### src/rtl/mesh_terminal_tx_pkg.sv
`default_nettype none
// +----------------------------------------------------------------------+
// | Package : mesh_pkg                                                   |
// | Brief   : Packet field constants and destination screen for the     |
// |           mesh terminal transmitter.                                 |
// | Rev     : 1.0  initial release                                       |
// +----------------------------------------------------------------------+
package mesh_pkg;

    localparam int          DEST_W       = 4;
    localparam int          HDR_W        = 17;
    localparam logic [7:0]  BCST_ID      = 8'hFF;
    localparam logic [7:0]  NXT_JMP_INIT = 8'h00;

    // Edge terminals sit on row 0/ROWS+1 or column 0/COLUMNS+1, never on a corner.
    function automatic logic dest_is_legal(
        input logic [DEST_W-1:0] row,
        input logic [DEST_W-1:0] col,
        input int                rows,
        input int                cols
    );
        int r;
        int c;
        r = int'(row);
        c = int'(col);
        return ((r == 0 || r == rows + 1) && (c >= 1 && c <= cols)) ||
               ((c == 0 || c == cols + 1) && (r >= 1 && r <= rows));
    endfunction

endpackage
`default_nettype wire

### src/rtl/mesh_terminal_tx_if.sv
`default_nettype none
// +----------------------------------------------------------------------+
// | Interface : mesh_terminal_tx_if                                      |
// | Brief     : Local write port plus router pndng/data/popin handshake. |
// | Rev       : 1.0  initial release                                     |
// +----------------------------------------------------------------------+
interface mesh_terminal_tx_if #(
    parameter int PAKG_SIZE = 32
);
    import mesh_pkg::*;

    logic                   wr_i;
    logic [DEST_W-1:0]      wr_row_i;
    logic [DEST_W-1:0]      wr_col_i;
    logic                   wr_mode_i;
    logic                   wr_bcst_i;
    logic [PAKG_SIZE-18:0]  wr_payload_i;
    logic                   full_o;
    logic                   pndng_o;
    logic [PAKG_SIZE-1:0]   data_o;
    logic                   popin_i;

    modport slave (
        input  wr_i, wr_row_i, wr_col_i, wr_mode_i, wr_bcst_i, wr_payload_i, popin_i,
        output full_o, pndng_o, data_o
    );

    modport master (
        output wr_i, wr_row_i, wr_col_i, wr_mode_i, wr_bcst_i, wr_payload_i, popin_i,
        input  full_o, pndng_o, data_o
    );

endinterface
`default_nettype wire

### src/rtl/mesh_tx_fifo.sv
`default_nettype none
// +----------------------------------------------------------------------+
// | Module : mesh_tx_fifo                                                |
// | Brief  : Synchronous FIFO; head is shown on o_data, zero when empty. |
// | Rev    : 1.0  initial release                                        |
// +----------------------------------------------------------------------+
module mesh_tx_fifo #(
    parameter int WIDTH = 32,
    parameter int DEPTH = 16
) (
    input  wire logic                       clk_i,
    input  wire logic                       rst_i,
    input  wire logic                       i_push,
    input  wire logic                       i_pop,
    input  wire logic [WIDTH-1:0]           i_data,
    output logic      [WIDTH-1:0]           o_data,
    output logic                            o_full,
    output logic                            o_empty,
    output logic      [$clog2(DEPTH):0]     o_count
);
    localparam int AW = $clog2(DEPTH);

    logic [WIDTH-1:0] r_mem [DEPTH];
    logic [AW-1:0]    r_wr_ptr;
    logic [AW-1:0]    r_rd_ptr;
    logic [AW:0]      r_count;

    always_ff @(posedge clk_i) begin
        if (i_push) begin
            r_mem[r_wr_ptr] <= i_data;
        end
    end

    // Pointers wrap naturally because DEPTH is a power of two.
    always_ff @(posedge clk_i) begin
        if (rst_i) begin
            r_wr_ptr <= '0;
            r_rd_ptr <= '0;
            r_count  <= '0;
        end else begin
            if (i_push) begin
                r_wr_ptr <= r_wr_ptr + AW'(1);
            end
            if (i_pop) begin
                r_rd_ptr <= r_rd_ptr + AW'(1);
            end
            if (i_push && !i_pop) begin
                r_count <= r_count + (AW+1)'(1);
            end else if (i_pop && !i_push) begin
                r_count <= r_count - (AW+1)'(1);
            end
        end
    end

    assign o_empty = (r_count == '0);
    assign o_full  = (r_count == (AW+1)'(DEPTH));
    assign o_count = r_count;
    assign o_data  = o_empty ? '0 : r_mem[r_rd_ptr];

endmodule
`default_nettype wire

### src/rtl/mesh_terminal_tx.sv
`default_nettype none
// +----------------------------------------------------------------------+
// | Module : mesh_terminal_tx                                            |
// | Brief  : Edge-terminal packet source: format, screen, queue, count.  |
// | Rev    : 1.0  initial release                                        |
// +----------------------------------------------------------------------+
module mesh_terminal_tx
    import mesh_pkg::*;
#(
    parameter int ROWS       = 4,
    parameter int COLUMNS    = 4,
    parameter int PAKG_SIZE  = 32,
    parameter int FIFO_DEPTH = 16,
    parameter int CNT_W      = 16
) (
    input  wire logic                   clk_i,
    input  wire logic                   rst_i,
    mesh_terminal_tx_if.slave           bus,
    output logic      [CNT_W-1:0]       sent_cnt_o,
    output logic      [CNT_W-1:0]       drop_cnt_o,
    output logic      [CNT_W-1:0]       ovf_cnt_o,
    output logic                        err_o
);
    localparam int AW = $clog2(FIFO_DEPTH);

    logic [PAKG_SIZE-1:0]  w_pkt;
    logic [7:0]            w_dest;
    logic                  w_legal;
    logic                  w_push;
    logic                  w_pop;
    logic                  w_full;
    logic                  w_empty;
    logic [AW:0]           w_count;
    logic [PAKG_SIZE-1:0]  w_head;

    logic [CNT_W-1:0]      r_sent_cnt;
    logic [CNT_W-1:0]      r_drop_cnt;
    logic [CNT_W-1:0]      r_ovf_cnt;
    logic                  r_err;

    assign w_dest  = bus.wr_bcst_i ? BCST_ID : {bus.wr_row_i, bus.wr_col_i};
    assign w_pkt   = {NXT_JMP_INIT, w_dest, bus.wr_mode_i, bus.wr_payload_i};
    assign w_legal = bus.wr_bcst_i ||
                     dest_is_legal(bus.wr_row_i, bus.wr_col_i, ROWS, COLUMNS);

    // A pop in the same cycle frees the slot, so a full queue can still accept.
    assign w_pop  = bus.popin_i && !w_empty;
    assign w_push = bus.wr_i && w_legal && (!w_full || bus.popin_i);

    mesh_tx_fifo #(
        .WIDTH (PAKG_SIZE),
        .DEPTH (FIFO_DEPTH)
    ) u_fifo (
        .clk_i   (clk_i),
        .rst_i   (rst_i),
        .i_push  (w_push),
        .i_pop   (w_pop),
        .i_data  (w_pkt),
        .o_data  (w_head),
        .o_full  (w_full),
        .o_empty (w_empty),
        .o_count (w_count)
    );

    always_ff @(posedge clk_i) begin
        if (rst_i) begin
            r_sent_cnt <= '0;
            r_drop_cnt <= '0;
            r_ovf_cnt  <= '0;
            r_err      <= 1'b0;
        end else begin
            if (w_pop && r_sent_cnt != '1) begin
                r_sent_cnt <= r_sent_cnt + CNT_W'(1);
            end
            if (bus.wr_i && !w_legal && r_drop_cnt != '1) begin
                r_drop_cnt <= r_drop_cnt + CNT_W'(1);
            end
            if (bus.wr_i && w_legal && w_full && !bus.popin_i && r_ovf_cnt != '1) begin
                r_ovf_cnt <= r_ovf_cnt + CNT_W'(1);
            end
            if (bus.popin_i && w_empty) begin
                r_err <= 1'b1;
            end
        end
    end

    assign bus.full_o  = w_full;
    assign bus.pndng_o = (w_count != '0);
    assign bus.data_o  = w_head;
    assign sent_cnt_o  = r_sent_cnt;
    assign drop_cnt_o  = r_drop_cnt;
    assign ovf_cnt_o   = r_ovf_cnt;
    assign err_o       = r_err;

endmodule
`default_nettype wire

### src/flat_wrapper.sv
// flat-port wrapper written by rule: the top's interface ports become plain ports
module mesh_terminal_tx_flat import mesh_pkg::*;
#(
    parameter int ROWS       = 4,
    parameter int COLUMNS    = 4,
    parameter int PAKG_SIZE  = 32,
    parameter int FIFO_DEPTH = 16,
    parameter int CNT_W      = 16
)
  (clk_i, rst_i, sent_cnt_o, drop_cnt_o, ovf_cnt_o, err_o, bus_wr_i, bus_wr_row_i, bus_wr_col_i, bus_wr_mode_i, bus_wr_bcst_i, bus_wr_payload_i, bus_popin_i, bus_full_o, bus_pndng_o, bus_data_o);
  mesh_terminal_tx_if #(.PAKG_SIZE(PAKG_SIZE)) bus_i ();
  input  wire logic clk_i;
  input  wire logic rst_i;
  output logic      [CNT_W-1:0] sent_cnt_o;
  output logic      [CNT_W-1:0] drop_cnt_o;
  output logic      [CNT_W-1:0] ovf_cnt_o;
  output logic err_o;
  input wire logic [$bits(bus_i.wr_i)-1:0] bus_wr_i;
  input wire logic [$bits(bus_i.wr_row_i)-1:0] bus_wr_row_i;
  input wire logic [$bits(bus_i.wr_col_i)-1:0] bus_wr_col_i;
  input wire logic [$bits(bus_i.wr_mode_i)-1:0] bus_wr_mode_i;
  input wire logic [$bits(bus_i.wr_bcst_i)-1:0] bus_wr_bcst_i;
  input wire logic [$bits(bus_i.wr_payload_i)-1:0] bus_wr_payload_i;
  input wire logic [$bits(bus_i.popin_i)-1:0] bus_popin_i;
  output wire logic [$bits(bus_i.full_o)-1:0] bus_full_o;
  output wire logic [$bits(bus_i.pndng_o)-1:0] bus_pndng_o;
  output wire logic [$bits(bus_i.data_o)-1:0] bus_data_o;
  assign bus_i.wr_i = bus_wr_i;
  assign bus_i.wr_row_i = bus_wr_row_i;
  assign bus_i.wr_col_i = bus_wr_col_i;
  assign bus_i.wr_mode_i = bus_wr_mode_i;
  assign bus_i.wr_bcst_i = bus_wr_bcst_i;
  assign bus_i.wr_payload_i = bus_wr_payload_i;
  assign bus_i.popin_i = bus_popin_i;
  assign bus_full_o = bus_i.full_o;
  assign bus_pndng_o = bus_i.pndng_o;
  assign bus_data_o = bus_i.data_o;
  mesh_terminal_tx #(.ROWS(ROWS), .COLUMNS(COLUMNS), .PAKG_SIZE(PAKG_SIZE), .FIFO_DEPTH(FIFO_DEPTH), .CNT_W(CNT_W)) u_core (.clk_i(clk_i), .rst_i(rst_i), .bus(bus_i), .sent_cnt_o(sent_cnt_o), .drop_cnt_o(drop_cnt_o), .ovf_cnt_o(ovf_cnt_o), .err_o(err_o));
endmodule
### config.mk
export PLATFORM = sky130hd
export DESIGN_NAME = mesh_terminal_tx_flat
export DESIGN_NICKNAME = d
export VERILOG_FILES = /design/src/rtl/mesh_terminal_tx_pkg.sv /design/src/rtl/mesh_terminal_tx_if.sv /design/src/rtl/mesh_tx_fifo.sv /design/src/rtl/mesh_terminal_tx.sv /design/src/flat_wrapper.sv
export SDC_FILE = /design/constraint.sdc
export NUM_CORES = 1
export LEC_CHECK = 0
export CAP_MARGIN = 10
export CORE_MARGIN = 5
export CORE_UTILIZATION = 25
export CTS_CLUSTER_SIZE = 24
export DETAILED_ROUTE_END_ITERATION = 7
export PLACE_DENSITY_LB_ADDON = 0.05
export SYNTH_ARGS = -nofsm -noshare
export SYNTH_HDL_FRONTEND = slang
export SYNTH_SLANG_ARGS = --single-unit
### constraint.sdc
create_clock -name clk_i -period 8.4 [get_ports clk_i]
set_clock_uncertainty 0.1 [all_clocks]
set_input_delay 1.26 -clock clk_i [delete_from_list [all_inputs] [get_ports clk_i]]
set_output_delay 1.26 -clock clk_i [all_outputs]
set_load 0.03 [all_outputs]
==> flow_metrics.py <==
# Physical implementation metrics
metrics = {
    "outcome": {
        "outcome": "finished, final reports clean",
    },
    "critical_path": {
        "arrival_ns": 4.10,
        "required_ns": 7.04,
        "worstPathMaxFanout": 60,
        "worstSetupStartpointType": "flop",
        "worstRegToRegCells": 11,
        "r2r_slack_ns": 4.88,
        "r2r_end": "u_core.u_fifo.o_count[4]",
        "end_kind": "output pin",
        "r2r_start": "u_core.u_fifo.o_count[0]",
        "crit_type": "flop to output pin",
        "worstSetupEndpoint": "bus_data_o[22]",
    },
    "cts": {
        "cts_buffers": 53,
        "cts_tree": "done",
        "ctsLongestPathBuffers": 3,
        "clk_pin_slew_ns": 0.06,
        "post-cts-setup-buffers": 0,
        "cts_resized": 0,
        "htree_levels": 2,
        "cts_hold_buf": 0,
        "root_buffer": "clkbuf_16",
        "clock-sinks": 450,
    },
    "timing": {
        "holdWs_ns": 0.389,
        "tightest_slew_ns": 1.16,
        "finalSetupTns_ns": 0,
        "hold_viol": 0,
        "finalMaxSlewViolations": 0,
        "rsz0062_at_grt": "false",
        "period_used_pct": 65.0,
        "post-route-min-period_ns": 5.46,
        "max_slew_margin_pct": 21.8,
        "fmax_mhz": 183,
        "setup_viol": 0,
    },
    "routing": {
        "drt_iter0_drc": 485,
        "postRouteAntennaNets": 0,
        "wl_met3_mm": 1.93,
        "wl_met2_mm": 22.4,
        "drt-met1-wl_mm": 22.4,
        "vias": 9387,
        "vias_per_cell": 4.46,
        "wl_per_cell_um": 22.6,
        "drc": 0,
        "top_layer_used": "met5",
        "routed_wl_mm": 47.7,
        "drt_pass1_iterations": 4,
    },
    "global_route": {
        "grt_overflow_total": 0,
        "antenna_found_initial": 2,
        "grt_pass1_vias": 10100,
        "grt_usage_pct": 12.2,
        "grt_first_pass_wirelength_mm": 71.0,
        "grt_start_max_net_pins": 86,
    },
    "cells_and_area": {
        "drive_above_1_share_pct": 22.0,
        "largest_reg_flops": 384,
        "diodes": 0,
        "layout.nets": 1154,
        "area_delta_synth_final_pct": 21.2,
        "lay_top_count": "edfxtp_1",
        "final_cell_mix": "384 x edfxtp_1, 120 x mux4_2, 102 x clkdlybuf4s50_1",
        "top_register": "u_core.u_fifo.r_mem",
    },
    "synthesis": {
        "syn_area_mm2": 0.0182,
        "flop_cell": "edfxtp_1",
        "synth-simple-area-share_pct": 7.18,
        "ys_sh_xor_pct": 1.30,
        "async_reset_ff_share_pct": 0,
        "postSynthCellCount": 992,
        "syn_avg_cell_area_um2": 18.3,
        "top_cell_area_share_pct": 63.5,
        "logic_family": "multiplexers",
        "yosysWarnings": 0,
        "adder_share_pct": 0.937,
        "synthAoiAreaFrac_pct": 2.45,
        "synth_top_cell_by_area": "edfxtp_1",
        "ys_types": 51,
        "top_cells_by_area": "edfxtp_1 64%, mux4_2 15%, dfxtp_1 7.3%, and2_1 1.4%, xnor2_1 1.1%",
        "ys_chip_area_mm2": 0.0182,
        "yosysCellCount": 992,
        "edf_count": 384,
        "ys.flops": 450,
    },
    "flow_run": {
        "maxCapViolCount": 0,
        "warnings": 29,
    },
    "pwr": {
        "power_density_mw_per_mm2": 280,
        "p_switching_mw": 1.67,
        "pwr-share-seq_pct": 41.5,
        "p_int_mw": 4.48,
        "top_power_group": "sequential cells",
        "power_clock_mw": 2.28,
        "p_clk_share_pct": 37.0,
        "pg_seq_mw": 2.55,
        "swShare_pct": 27.2,
        "powerComb_mw": 1.33,
        "share_comb_of_total_power_pct": 21.6,
        "power.leakage_nw": 6.64,
    },
    "placed_design": {
        "globalplace.congestion": 0.671,
        "dp_hpwl_mm": 25.3,
    },
    "floorplanning": {
        "design.die.area_mm2": 0.0781,
    },
    "min_path": {
        "min_from": "u_core.u_fifo.r_rd_ptr[3]",
        "hold_depth": 2,
        "min_path_type": "flop to flop",
    },
}
==> stage by stage <==
stage / utilization [%] / std cells / instance area (um^2) / total power, mW / setup WS [ns]
2_1_floorplan: - / 999 / 18200 / 3.50 / 4.61
3_3_place_gp: 28.2 / 2007 / 20300 / 3.98 / 3.46
6_report: 30.7 / 2107 / 22000 / 6.16 / 2.94
4_1_cts: 30.7 / 2107 / 22000 / 6.31 / 2.79
3_5_place_dp: 28.2 / 2007 / 20300 / 3.98 / 3.47
5_1_grt: 30.7 / 2107 / 22000 / 6.47 / 2.72
==> area by class of cell <==
type                            count  area, um^2
Timing Repair Buffer              114        1120
Tap cell                          950        1190
Clock buffer                       67        1430
Sequential cell                   450       12900
Inverter                           14        52.6
Fill cell                        7059       49700
Multi-Input combinational cell    479        5030
Clock inverter                     33         307
==> metal layers <==
layer,track usage (%),vias up
met5,0,-
met4,2.90,2
met3,2.56,72
met2,19.5,166
met1,17.2,4890
li1,-,4257
==> synth_stat cells, types with 2 or more instances <==
cell,number
edfxtp_1,384
mux4_2,120
dfxtp_1,66
nor2_1,50
and2_1,41
clkbuf_1,36
a21oi_1,28
nand3_1,23
xnor2_1,23
nand4_1,18
inv_1,14
nor4_1,14
or4_1,13
ha_1,12
nand2_1,12
o31ai_1,12
o21ai_0,11
or2_2,10
or3_1,9
and3_1,8
buf_2,8
buf_4,8
mux2_2,6
mux2i_1,6
nor2b_1,6
nor3_1,6
and4_1,5
a21o_1,4
xor2_1,4
a21bo_2,3
and3b_1,3
buf_1,3
nand3b_1,3
nor4b_1,3
nor3b_1,2
o211ai_1,2
o41ai_1,2
==> critical path: stages (launching register included) <==
cell             delay, ns
dfxtp_4               1.04
buf_4                 0.67
mux4_2                0.40
mux4_2                0.51
and2_1                0.19
clkdlybuf4s50_1       0.62
Figure 1. Power grid.
Scale bar: 100 um. Pins as bars on the die edge. Tap cells in grey.
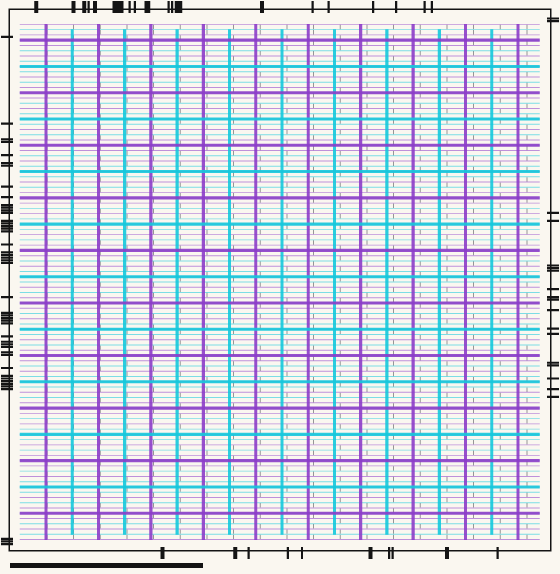
cyan -> VDD
purple -> VSS
met1 rails = 99
rows = 98
met4 straps = 19
tap cells = 950
Die Wd: 279 um
Worst VDD drop: 217 uV
Core Area: 0.0717 mm^2
die height: 279 um

Figure 2. I/O nets highlighted.
Scale bar: 100 um.
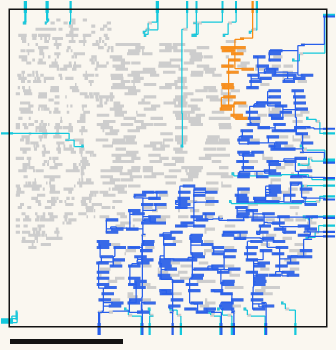
blue -> bus_wr_payload_i  # direction input, edge 8 right, 7 bottom, end cells 240, wire 2840 um
orange -> bus_wr_mode_i  # direction input, edge top, end cells 16, wire 207 um
cyan -> bus_data_o  # direction output, edge 12 top, 9 right, 7 bottom, 4 left, end cells 32, wire 974 um
I/O Buffers: 103
I/O pins: 112

Figure 3. Cell area per tile.
Scale bar: 100 um. 28 x 28 tiles, from white (low) to dark blue (high), 0 to 100% covered.
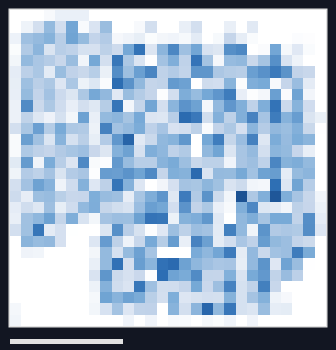
emptiest ninth of the die = bottom left
mean over tiles = 27%
densest ninth of the die = middle
nearly empty tiles = 20%
Final Core Density: 30.7%
fp util: 25.3%

Figure 4. Cell placement.
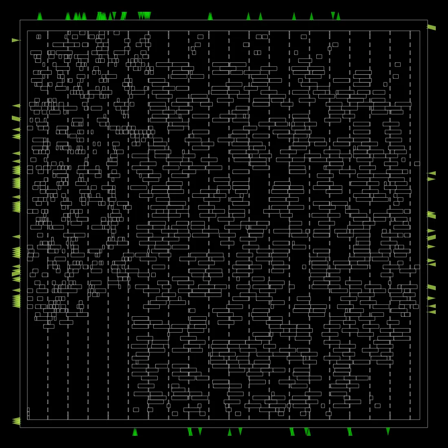
Seq cells: 450
Row Count: 98
Finished Layout Cells: 2107

No activity file was given, so power comes from the tool's default toggle rates.
